File: src/rtl/ace_fetch_ctrl.sv
// Fetch controller: one I-cache line in flight, 8-slot packet to decode.
// Optional perf counters enabled by defining ACE_FETCH_PERF_EN.
module ace_fetch_ctrl #(
   parameter logic [31:0] RESET_PC = 32'h0000_0000
) (
   input  logic         clock,
   input  logic         reset,
   input  logic         retire_flush_i,
   input  logic [31:0]  retire_redirect_pc_i,
   output logic         icache_req_vld_o,
   input  logic         icache_req_rdy_i,
   output logic [31:0]  icache_req_addr_o,
   input  logic         icache_rsp_vld_i,
   input  logic [255:0] icache_rsp_data_i,
   input  logic         instbuf_full_i,
   output logic [31:0]  fetch_inst0_o,
   output logic [31:0]  fetch_inst1_o,
   output logic [31:0]  fetch_inst2_o,
   output logic [31:0]  fetch_inst3_o,
   output logic [31:0]  fetch_inst4_o,
   output logic [31:0]  fetch_inst5_o,
   output logic [31:0]  fetch_inst6_o,
   output logic [31:0]  fetch_inst7_o,
   output logic         fetch_inst0_vld_o,
   output logic         fetch_inst1_vld_o,
   output logic         fetch_inst2_vld_o,
   output logic         fetch_inst3_vld_o,
   output logic         fetch_inst4_vld_o,
   output logic         fetch_inst5_vld_o,
   output logic         fetch_inst6_vld_o,
   output logic         fetch_inst7_vld_o,
   output logic [31:0]  fetch_pc_o
`ifdef ACE_FETCH_PERF_EN
   ,
   output logic [31:0]  perf_fetch_pkts_o,
   output logic [31:0]  perf_full_stall_o
`endif
);

   typedef enum logic [1:0] {
      S_REQ,
      S_WAIT,
      S_HOLD
   } state_t;

   state_t        state_q;
   state_t        state_d;
   logic [31:0]   pc_q;
   logic [31:0]   pc_d;
   logic          drop_q;
   logic          drop_d;
   logic [255:0]  pkt_q;
   logic [7:0]    mask_q;
   logic [7:0]    mask_d;
   logic [31:0]   pkt_pc_q;
   logic          capture;
   logic          deliver;
   logic          req_hs;
   logic [7:0]    vld_all;

   assign req_hs = (state_q == S_REQ) && icache_req_rdy_i;

   always_comb begin
      mask_d = '0;
      for (int i = 0; i < 8; i++) begin
         mask_d[i] = (3'(i) >= pc_q[4:2]);
      end
   end

   always_comb begin
      state_d = state_q;
      pc_d    = pc_q;
      drop_d  = drop_q;
      capture = 1'b0;
      deliver = 1'b0;
      if (retire_flush_i) begin
         pc_d    = retire_redirect_pc_i & ~32'h3;
         state_d = S_REQ;
         drop_d  = 1'b0;
         // A request is (or is about to be) outstanding: absorb its
         // response in WAIT before issuing the redirected request.
         if (req_hs ||
             (state_q == S_WAIT && !icache_rsp_vld_i)) begin
            drop_d  = 1'b1;
            state_d = S_WAIT;
         end
      end else begin
         unique case (state_q)
            S_REQ: begin
               if (icache_req_rdy_i) begin
                  state_d = S_WAIT;
               end
            end
            S_WAIT: begin
               if (icache_rsp_vld_i) begin
                  if (drop_q) begin
                     drop_d  = 1'b0;
                     state_d = S_REQ;
                  end else begin
                     capture = 1'b1;
                     state_d = S_HOLD;
                  end
               end
            end
            S_HOLD: begin
               if (!instbuf_full_i) begin
                  deliver = 1'b1;
                  pc_d    = {pc_q[31:5] + 27'd1, 5'b0};
                  state_d = S_REQ;
               end
            end
            default: begin
               state_d = S_REQ;
            end
         endcase
      end
   end

   always_ff @(posedge clock) begin
      if (reset) begin
         state_q  <= S_REQ;
         pc_q     <= RESET_PC & ~32'h3;
         drop_q   <= 1'b0;
         pkt_q    <= '0;
         mask_q   <= '0;
         pkt_pc_q <= '0;
      end else begin
         state_q <= state_d;
         pc_q    <= pc_d;
         drop_q  <= drop_d;
         if (capture) begin
            pkt_q    <= icache_rsp_data_i;
            mask_q   <= mask_d;
            pkt_pc_q <= pc_q;
         end
      end
   end

   assign icache_req_vld_o  = (state_q == S_REQ) && !reset;
   assign icache_req_addr_o = {pc_q[31:5], 5'b0};

   assign vld_all = (deliver && !reset) ? mask_q : 8'h00;

   assign fetch_inst0_o = pkt_q[31:0];
   assign fetch_inst1_o = pkt_q[63:32];
   assign fetch_inst2_o = pkt_q[95:64];
   assign fetch_inst3_o = pkt_q[127:96];
   assign fetch_inst4_o = pkt_q[159:128];
   assign fetch_inst5_o = pkt_q[191:160];
   assign fetch_inst6_o = pkt_q[223:192];
   assign fetch_inst7_o = pkt_q[255:224];

   assign fetch_inst0_vld_o = vld_all[0];
   assign fetch_inst1_vld_o = vld_all[1];
   assign fetch_inst2_vld_o = vld_all[2];
   assign fetch_inst3_vld_o = vld_all[3];
   assign fetch_inst4_vld_o = vld_all[4];
   assign fetch_inst5_vld_o = vld_all[5];
   assign fetch_inst6_vld_o = vld_all[6];
   assign fetch_inst7_vld_o = vld_all[7];

   assign fetch_pc_o = pkt_pc_q;

`ifdef ACE_FETCH_PERF_EN
   logic [31:0] pkts_q;
   logic [31:0] stall_q;

   always_ff @(posedge clock) begin
      if (reset) begin
         pkts_q  <= '0;
         stall_q <= '0;
      end else begin
         if (deliver && pkts_q != 32'hFFFF_FFFF) begin
            pkts_q <= pkts_q + 32'd1;
         end
         if (state_q == S_HOLD && instbuf_full_i &&
             stall_q != 32'hFFFF_FFFF) begin
            stall_q <= stall_q + 32'd1;
         end
      end
   end

   assign perf_fetch_pkts_o = pkts_q;
   assign perf_full_stall_o = stall_q;
`endif

   // Only one line may be outstanding, so data outside WAIT is illegal.
   a_rsp_in_wait: assert property (
      @(posedge clock) disable iff (reset)
      icache_rsp_vld_i |-> (state_q == S_WAIT)
   );

endmodule

File: config.mk
export PLATFORM = sky130hd
export DESIGN_NAME = ace_fetch_ctrl
export DESIGN_NICKNAME = d
export VERILOG_FILES = /design/src/rtl/ace_fetch_ctrl.sv
export SDC_FILE = /design/constraint.sdc
export NUM_CORES = 1
export LEC_CHECK = 0
export CAP_MARGIN = 20
export CORE_AREA = 2 2 244 246
export DETAILED_ROUTE_END_ITERATION = 10
export DIE_AREA = 0 0 246 248
export PLACE_DENSITY = 0.57
export SETUP_SLACK_MARGIN = 0.5
export SKIP_CTS_REPAIR_TIMING = 1
export SYNTH_ARGS = -nofsm -noshare
export SYNTH_HDL_FRONTEND = slang
export SYNTH_SLANG_ARGS = --single-unit
File: constraint.sdc
create_clock -name clock -period 2.6 [get_ports clock]
set_input_delay 0.39 -clock clock [delete_from_list [all_inputs] [get_ports clock]]
set_output_delay 0.39 -clock clock [all_outputs]
set_load 0.02 [all_outputs]
### Routed clock nets over the placement, run 1

Bar = 50 µm.
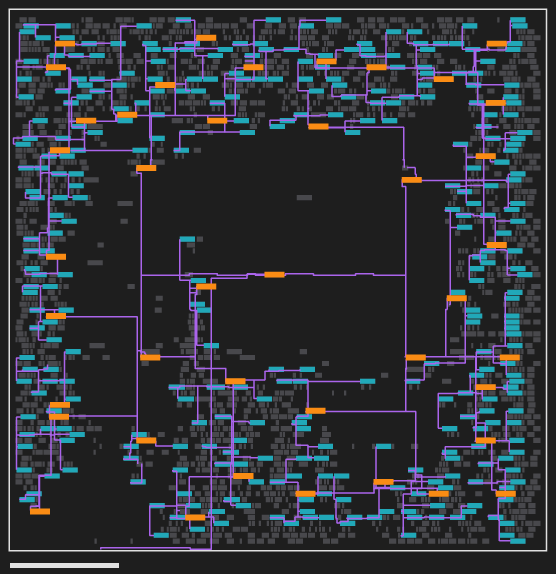
[clock wires] purple | length: 4970 µm
[clock-net drivers] orange | count: 41
[flip-flops] cyan | count: 327
routed clock nets: 42
flops lie: all over the die
Clk power: 5.35 mW
worst-skew pair later-pin latency: 0.56 ns
fraction of power consumed by the clock network: 44.2%
setup skew after layout: 0.0194 ns

### Metal 4, run 1

Supply wires on this layer in gray.
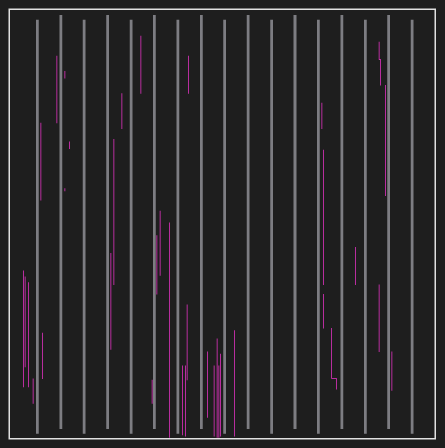
wire length on this layer: 1470 µm
nets with wire on the layer: 21
main direction: vertical
share of all routed wire: 3.1%
longest straight run: 124 µm
DR vias: 12554
drt total wl: 48000 µm

### Clock wiring as the flow saved it, run 1

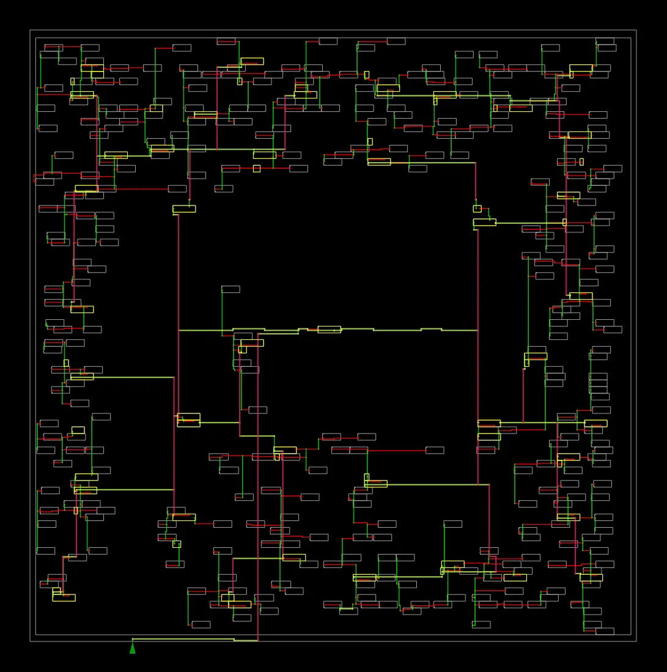
clock buffer count from CTS: 41
clock tree buffer count of the final layout: 56
number of sequential cells in the layout: 327

==> results.rst, run 1 <==
Implementation results
======================

.. list-table::
   :header-rows: 1

   * - Metric
     - Value
   * - Outcome
     - finished clean
   * - Hold Path Cell Cnt
     - 3
   * - I/O pin cnt
     - just over 600
   * - Cell with the most instances after synthesis
     - nand2_1
   * - Classification of the worst-slack hold path
     - in2reg
   * - DR iter-0 viols
     - 536
   * - Proportion of synthesized chip area in sequential cells
     - 54.1%
   * - Full die area
     - 61000 µm²
   * - Placeable core region
     - between 50000 and 60000 µm²
   * - Minimum period implied by the final worst setup slack
     - 2.43 ns
   * - # placed instances
     - 2827
   * - Total cell area reported by yosys after synthesis
     - 12100 µm²
   * - Critical path start-end classification
     - in2out
   * - Fraction of layout cells with a size suffix above 1
     - 7.56%
   * - Static leakage power
     - roughly 7.1 nW
   * - Antenna cells
     - 5
   * - Clock tree from TritonCTS
     - done
   * - Inverters
     - 8
   * - Count of unresolved DRC violations after routing
     - 0
   * - Kind of cell with the highest combined delay on the critical path
     - buffers and inverters
   * - Vias in the first global route
     - 11874
   * - Total cells reported by yosys after synthesis
     - 1542
   * - Mux contribution to synthesized area
     - 0%
   * - Vias per cell
     - around 4.3
   * - Post-Synthesis Mean Instance Area
     - 7.84 µm²
   * - Post-synth top area share
     - between 50% and 60%
   * - Register cell area after layout
     - 6560 µm²
   * - Peak supply drop
     - around 0.36 mV
   * - Port Buffer Count
     - between 600 and 700
   * - Data required, critical path
     - 2.21 ns
   * - Buffers excl. clock
     - 663
   * - Area fraction in and, or, nand and nor cells after synthesis
     - around a quarter
   * - GR peak layer
     - met2
   * - Most common logic cells in the final layout
     - 587 x nand2_1, 587 x clkdlybuf4s50_1, 316 x dfxtp_1
   * - Xor and xnor fraction of the mapped netlist area
     - 0.724%
   * - Worst Path Buf+Inv
     - 3
   * - Final clock-cell share
     - 6.11%
   * - H-tree levels
     - 2
   * - Worst R2R Start
     - state_q[0]
   * - Placement-stage cell area
     - 19100 µm²
   * - Number of buffers on the longest clock path
     - 3
   * - Slew HR
     - 34.1%
   * - Initial DRT Pass Iterations
     - 5
   * - Final setup vio count
     - 0
   * - Gpl congestion
     - slightly above 0.8
   * - Die Height
     - 248 µm
   * - Area of combinational cells with multiple inputs
     - 4980 µm²
   * - Setup repair after global routing missed its margin
     - yes
   * - Post-Synth AOI/OAI Area
     - 15.5%
   * - Setup slack of the most critical reg-to-reg path
     - 0.36 ns
   * - OpenROAD warning count
     - 36
   * - Arrival time of the worst setup path
     - about 2 ns
   * - Count of pins over their slew limit
     - 0
   * - Detailed placer's ending HPWL
     - about 35000 µm
   * - Crit path launch type
     - input pin
   * - Number of warnings issued by yosys
     - 0
   * - Cell Area, Synth
     - 12100 µm²
   * - WHS
     - 0.377 ns
   * - Final instance area
     - 20600 µm²
   * - Library cell with the largest summed area after synthesis
     - dfxtp_1
   * - Post-synth tally of flip-flops with integrated enable
     - 0
   * - #MultiIn Comb
     - roughly 1100
   * - GR Util All Layers
     - 14.5%
   * - Total number of nets in the final design
     - 2399
   * - First-pass GRT wire length
     - 69500 µm
   * - Synth-to-layout area growth
     - 70.3%
   * - Worst path slowest cell
     - clkdlybuf4s50_1
   * - Detailed route wirelength on metal3
     - about 4300 µm
   * - NetSw
     - 3.00 mW
[run 1: how the worst min path moves through the flow]
stage | startpoint | end | slack (ns)
floorplan | mask_q[0] | mask_q[0] | 0.43
global placement | pkt_q[100] | pkt_q[100] | 0.44
detailed placement | pkt_q[63] | pkt_q[63] | 0.45
CTS | icache_rsp_data_i[117] | pkt_q[117] | 0.34
global route | icache_rsp_data_i[28] | pkt_q[28] | 0.37
finish | icache_rsp_data_i[117] | pkt_q[117] | 0.38
[run 1: sequential cells by signal, summed over array words and instances, names as in the netlist]
signal	cells
pc_q	30
mask_q	8
fetch_pc_o	30
state_q	2
pkt_q	256
drop_q	1
==> run 1 -> run 2 <==
- CAP_MARGIN: 20 -> 0
- CTS_CLUSTER_SIZE: not set -> 25
### Routed clock nets over the placement, run 2

Bar = 50 µm.
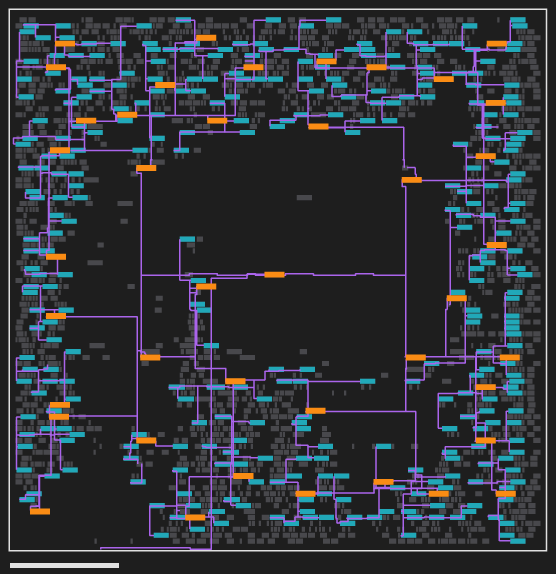

### Metal 4, run 2

Supply wires on this layer in gray.
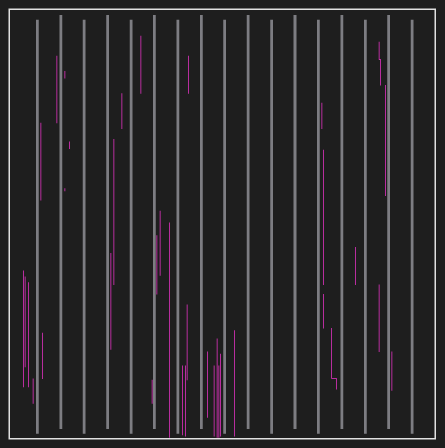
main direction: vertical
wire length on this layer: 1470 µm
longest straight run: 124 µm

==> results.rst, run 2 <==
Implementation results
======================

.. list-table::
   :header-rows: 1

   * - Metric
     - Value
   * - Outcome
     - finished clean
   * - Met1 track demand over resource in global routing
     - 17.1%
   * - Data required, critical path
     - 2.21 ns (about the same)
   * - Count of standard-cell rows
     - 89
   * - GR Util All Layers
     - 14.5% (unchanged)
   * - Crit path launch
     - instbuf_full_i
   * - Clock buffer count from CTS
     - 41 (unchanged)
   * - Internal power summed over all cells
     - 9.09 mW
   * - GR peak layer
     - met2
   * - Total cells reported by yosys after synthesis
     - 1542 (unchanged)
   * - NetSw
     - 3.00 mW (unchanged)
   * - Placement-stage cell area
     - 19100 µm² (unchanged)
   * - Clk power
     - 5.35 mW (about the same)
   * - # placed instances
     - 2827 (unchanged)
   * - Initial DRT Pass Iterations
     - 5 (unchanged)
   * - Number of warnings issued by yosys
     - 0 (unchanged)
   * - Post-Synthesis Mean Instance Area
     - 7.84 µm² (unchanged)
   * - Vias in the first global route
     - 11874 (unchanged)
   * - Hold endpoint
     - pkt_q[117]
   * - Xor and xnor fraction of the mapped netlist area
     - 0.724% (unchanged)
   * - Fraction of registers with async set or reset after synthesis
     - 0%
   * - Most flops, register
     - pkt_q
   * - Final instance area
     - 20600 µm² (unchanged)
   * - OpenROAD warning count
     - 36 (unchanged)
   * - Max-cap violation count
     - 0
   * - DR vias
     - 12554 (unchanged)
   * - Detailed placer's ending HPWL
     - 34600 µm (unchanged)
   * - Largest net degree at the start of global routing
     - 172
   * - Slew HR
     - 34.1% (unchanged)
   * - Cell with the most instances after synthesis
     - nand2_1
   * - Drt total wl
     - 48000 µm (unchanged)
   * - Placeable core region
     - 58500 µm² (unchanged)
   * - Post-synthesis adder-cell area fraction
     - 0.103%
   * - Classification of the worst-slack hold path
     - in2reg
   * - Setup skew after layout
     - 0.0194 ns (unchanged)
   * - Post-Synth AOI/OAI Area
     - 15.5% (unchanged)
   * - Mux contribution to synthesized area
     - 0% (unchanged)
   * - Hold Path Cell Cnt
     - 3 (unchanged)
   * - Detailed route wirelength on metal3
     - 4300 µm (unchanged)
   * - Fraction of met2 tracks used by global routing
     - 24.4%
   * - Most common logic cells in the final layout
     - 587 x nand2_1, 587 x clkdlybuf4s50_1, 316 x dfxtp_1
   * - Flip-flop count of the largest register, all copies and words added
     - 256 (unchanged)
   * - Clock transition at path regs
     - around 0.050 ns
   * - Main area contributors after synthesis
     - dfxtp_1 54%, nand2_1 18%, a21oi_1 12%
   * - Arrival time of the worst setup path
     - 2.04 ns (about the same)
   * - Number of buffers on the longest clock path
     - 3 (unchanged)
   * - Peak supply drop
     - 0.356 mV (unchanged)
   * - Fraction of layout cells with a size suffix above 1
     - 7.56% (unchanged)
   * - Maximum achievable frequency
     - 0.412 GHz
   * - Count of unresolved DRC violations after routing
     - 0 (unchanged)
   * - Fraction of power consumed by the clock network
     - 44.2% (about the same)
   * - Main combinational cell family by area after synthesis
     - simple AND/OR/NAND/NOR gates
   * - Sw Share
     - 24.8%
   * - Clock tree from TritonCTS
     - done
   * - Least setup slack across all paths after layout
     - 0.171 ns
   * - Final setup vio count
     - 0 (unchanged)
   * - Full die area
     - 61000 µm² (unchanged)
   * - Post-synth top area share
     - 54.1% (unchanged)
   * - Critical R2R Capture
     - pc_q[28]
   * - Dominant synthesized flop cell
     - dfxtp_1
   * - H-tree levels
     - 2 (unchanged)
   * - Post-synth tally of flip-flops with integrated enable
     - 0 (unchanged)
   * - Critical path start-end classification
     - in2out
   * - Reported sequential group power
     - 5.29 mW
   * - Vias per cell
     - 4.32 (unchanged)
   * - Gpl congestion
     - 0.805 (unchanged)
   * - Setup repair after global routing missed its margin
     - yes
   * - Unique masters post-synth
     - approximately 43
   * - DR iter-0 viols
     - 536 (unchanged)
   * - Total number of nets in the final design
     - 2399 (unchanged)
   * - Worst R2R Start
     - state_q[0]
   * - Total cell area reported by yosys after synthesis
     - 12100 µm² (unchanged)
   * - Synth-to-layout area growth
     - 70.3% (unchanged)
   * - Port Buffer Count
     - 613 (unchanged)
   * - Worst-skew pair later-pin latency
     - 0.56 ns (about the same)
   * - WHS
     - 0.377 ns (unchanged)
   * - Sink Count
     - 327
   * - Proportion of synthesized chip area in sequential cells
     - 54.1% (unchanged)
   * - First-pass GRT wire length
     - 69500 µm (unchanged)
   * - Share of the clock period used by the worst path
     - 93.4%
   * - Beginning of the worst hold path
     - icache_rsp_data_i[117]
   * - Area fraction in and, or, nand and nor cells after synthesis
     - 23.4% (unchanged)
   * - Library cell with the largest summed area after synthesis
     - dfxtp_1
   * - Static leakage power
     - 7.11 nW (unchanged)
   * - Part of the total power dissipated in sequential elements
     - 43.8%
   * - Cell Area, Synth
     - 12100 µm² (unchanged)
   * - Crit path launch type
     - input pin
   * - Setup slack of the most critical reg-to-reg path
     - 0.36 ns (about the same)
   * - Count of pins over their slew limit
     - 0 (unchanged)
   * - PwrDens
     - 587 nW/µm²
   * - I/O pin cnt
     - 623 (unchanged)
   * - Uppermost metal layer occupied by signal nets
     - met5
   * - Die Height
     - 248 µm (unchanged)
   * - Minimum period implied by the final worst setup slack
     - 2.43 ns (unchanged)
   * - FF-to-FF path depth
     - 6
==> run 2: cell counts after synthesis <==
No cell type changed its count.
==> run 2: area by class of cell <==
| cell class | instances | area [µm²] |
|---|---|---|
| Antenna cell | 5 | 12.5 |
| Timing Repair Buffer | 663 | 6780 |
| Sequential cell | 327 | 6560 |
| Tap cell | 773 | 967 |
| Multi-Input combinational cell | 1063 | 4980 |
| Clock inverter | 13 | 82.6 |
| Clock buffer | 56 | 1170 |
| Fill cell | 5982 | 37900 |
| Inverter | 8 | 30.0 |
==> run 2: critical path, cell delays in order <==
cell             delay (ns)
clkdlybuf4s50_1        0.45
or3b_4                 0.44
nor3_4                 0.20
buf_6                  0.17
and2_1                 0.15
dlymetal6s2s_1         0.23
### Cell sizes after repair, run 2

Bar = 50 µm.
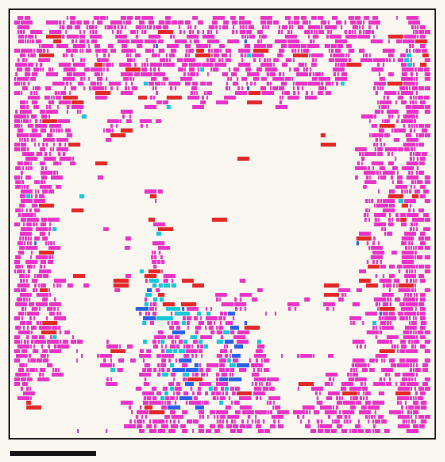

==> run 2 -> run 3 <==
- CELL_PAD_IN_SITES_DETAIL_PLACEMENT: not set -> 1
- CELL_PAD_IN_SITES_GLOBAL_PLACEMENT: not set -> 1
- CORE_AREA: 2 2 244 246 -> 2 2 242 244
- DIE_AREA: 0 0 246 248 -> 0 0 244 246
- PLACE_DENSITY: 0.57 -> 0.74
### Cell sizes after repair, run 3

Bar = 50 µm.
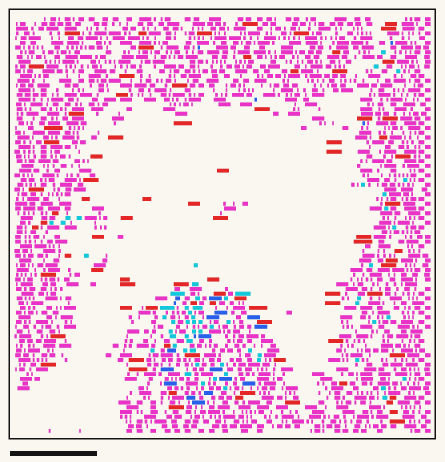
[x2] blue | cells: 22
[x1 and smaller] magenta | cells: 1974
[x6 and larger] red | cells: 85
[x3 and x4] cyan | cells: 60
final instance area: 20700 µm²
Buffers excl. clock: 672
synth-to-layout area growth: 71.4%

==> results.rst, run 3 <==
Implementation results
======================

.. list-table::
   :header-rows: 1

   * - Metric
     - Value
   * - Outcome
     - finished clean
   * - Part of the total power dissipated in sequential elements
     - 41.5% (-2.3 points)
   * - Crit path launch
     - state_q[1]
   * - Post-Synthesis Mean Instance Area
     - 7.84 µm² (unchanged)
   * - Critical path start-end classification
     - reg2out
   * - First-pass GRT wire length
     - 78300 µm (+13%)
   * - Worst R2R Start
     - state_q[1]
   * - Fraction of power consumed by the clock network
     - 46.9% (+2.7 points)
   * - Number of buffers on the longest clock path
     - 3 (unchanged)
   * - Share of the clock period used by the worst path
     - 95.7% (+2.2 points)
   * - Flip-flop count of the largest register, all copies and words added
     - 256 (unchanged)
   * - Placeable core region
     - 57400 µm² (-1.9%)
   * - Final setup vio count
     - 0 (unchanged)
   * - Post-synth tally of flip-flops with integrated enable
     - 0 (unchanged)
   * - Crit-path cells
     - or3b_4 -> buf_6 -> nor3_4 -> buf_6 -> and2_4 -> buf_12
   * - Number of sequential cells in the layout
     - 327 (unchanged)
   * - Placement-stage cell area
     - 19000 µm² (about the same)
   * - Beginning of the worst hold path
     - reset
   * - Antenna cells
     - 3 (-2)
   * - Share of the final layout cell area in sequential cells
     - 31.7% (-0.18 points)
   * - Data required, critical path
     - 2.21 ns (about the same)
   * - Post-synthesis adder-cell area fraction
     - 0.103% (unchanged)
   * - Detailed route wirelength on metal3
     - 4080 µm (-5.3%)
   * - Total cell area reported by yosys after synthesis
     - 12100 µm² (unchanged)
   * - Mux contribution to synthesized area
     - 0% (unchanged)
   * - FF-to-FF path depth
     - 6 (unchanged)
   * - Filler cells
     - 6700 (+12%)
   * - Clk power
     - 5.98 mW (+12%)
   * - Largest net degree at the start of global routing
     - 205 (+19%)
   * - Vias per cell
     - 4.43 (+2.7%)
   * - Relative area of non-clock buffer cells in the final design
     - 32.9% (about the same)
   * - Number of warnings issued by yosys
     - 0 (unchanged)
   * - Count of pins over their slew limit
     - 0 (unchanged)
   * - Sw Share
     - 23.9% (-0.84 points)
   * - Hold Path Cell Cnt
     - 2 (-1)
   * - Final clock-cell share
     - 6.89% (+0.78 points)
   * - Uppermost metal layer occupied by signal nets
     - met5
   * - PwrDens
     - 615 nW/µm² (+4.8%)
   * - Setup slack of the most critical reg-to-reg path
     - 0.37 ns (about the same)
   * - Hold endpoint
     - mask_q[7]
   * - Xor and xnor fraction of the mapped netlist area
     - 0.724% (unchanged)
   * - Full die area
     - 60000 µm² (-1.6%)
   * - Peak supply drop
     - 0.413 mV (+16%)
   * - Worst path slowest cell
     - or3b_4
   * - GR Util All Layers
     - 16.6% (+2.1 points)
   * - Met1 track demand over resource in global routing
     - 19.1% (+2.0 points)
   * - Library cell with the largest summed area after synthesis
     - dfxtp_1
   * - GR peak layer
     - met2
   * - Register cell area after layout
     - 6570 µm² (about the same)
   * - Port Buffer Count
     - 613 (unchanged)
   * - OpenROAD warning count
     - 36 (unchanged)
   * - Clock tree from TritonCTS
     - done
   * - Internal power summed over all cells
     - 9.70 mW (+6.7%)
   * - Total number of nets in the final design
     - 2406 (+0.29%)
   * - Least setup slack across all paths after layout
     - 0.113 ns (-0.0577 ns)
   * - Vias in the first global route
     - 13320 (+12%)
   * - DR vias
     - 12892 (+2.7%)
   * - Main combinational cell family by area after synthesis
     - simple AND/OR/NAND/NOR gates
   * - Gpl congestion
     - 0.881 (+9.5%)
   * - Inverters
     - 8 (unchanged)
   * - Most common logic cells in the final layout
     - 591 x clkdlybuf4s50_1, 587 x nand2_1, 313 x dfxtp_1
   * - Count of standard-cell rows
     - 88 (-1.1%)
   * - Post-Synth AOI/OAI Area
     - 15.5% (unchanged)
   * - Fraction of layout cells with a size suffix above 1
     - 7.80% (+0.24 points)
   * - Crit path launch type
     - register
   * - Cell Area, Synth
     - 12100 µm² (unchanged)
   * - Reported sequential group power
     - 5.30 mW (about the same)
   * - Setup repair after global routing missed its margin
     - yes
   * - Fraction of met2 tracks used by global routing
     - 28.6% (+4.2 points)
   * - Drt total wl
     - 52900 µm (+10%)
   * - Detailed placer's ending HPWL
     - 38400 µm (+11%)
   * - Tap cell count
     - 765 (-1.0%)
   * - NetSw
     - 3.05 mW (+2.0%)
   * - Minimum period implied by the final worst setup slack
     - 2.49 ns (+0.0577 ns)
   * - # placed instances
     - 2822 (-0.18%)
   * - Most flops, register
     - pkt_q
   * - Maximum achievable frequency
     - 0.402 GHz (-2.3%)
   * - Slowest stage delay, CP
     - 0.38 ns (-0.07 ns)
   * - WHS
     - 0.164 ns (-0.213 ns)
   * - Initial DRT Pass Iterations
     - 4 (-1)
   * - Cell type taking the most area
     - non-clock buffers
   * - Arrival time of the worst setup path
     - 2.10 ns (+0.06 ns)
   * - Fraction of registers with async set or reset after synthesis
     - 0% (unchanged)
   * - Proportion of synthesized chip area in sequential cells
     - 54.1% (unchanged)
   * - Dominant synthesized flop cell
     - dfxtp_1
   * - Total cells reported by yosys after synthesis
     - 1542 (unchanged)
### Clock wiring as the flow saved it, run 3

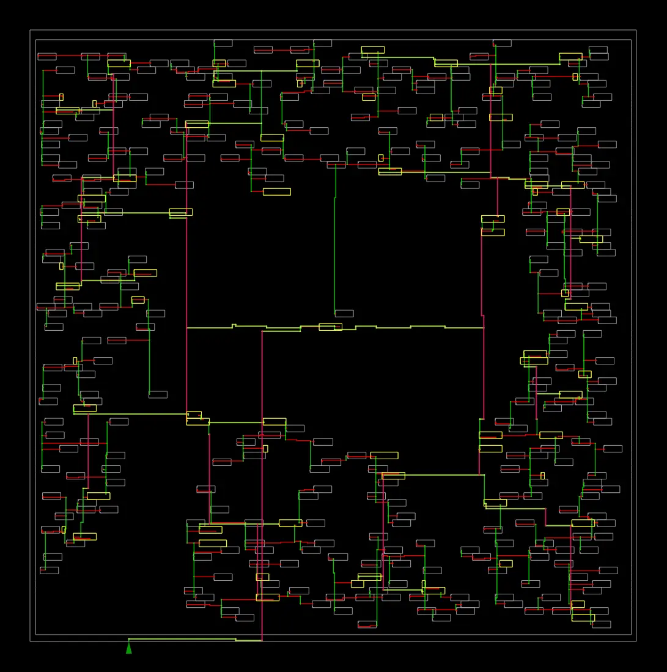
clock buffer count from CTS: 40
clock tree buffer count of the final layout: 60

run 3: cell types whose count changed in the layout (fill, tap and decap cells not counted), sizes merged, moves of 4 or more:
| cell | previous run | this run |
|---|---|---|
| bufinv | 0 | 5 |
| dlymetal6s2s | 17 | 13 |
| clkinv | 11 | 7 |
| clkdlybuf4s50 | 587 | 591 |
| clkbuf | 56 | 60 |
| buf | 59 | 68 |
run 3: critical path: cells and delay by family, from the launching register on:
family	cells	cell delay [ns]
buffers and inverters	3	0.43
flip-flops	1	0.37
AND/OR/NAND/NOR	3	0.75
run 3: cells by family (layout without fill, tap and decap cells):
family,Yosys count,in the layout
simple gates,698,698
compound gates,346,346
flops,327,327
buf+inv,159,752
xor+xnor,10,10
fa+ha+maj,1,1
other cells,1,10
Power figures rest on the tool's default switching activity, not on a simulated workload.
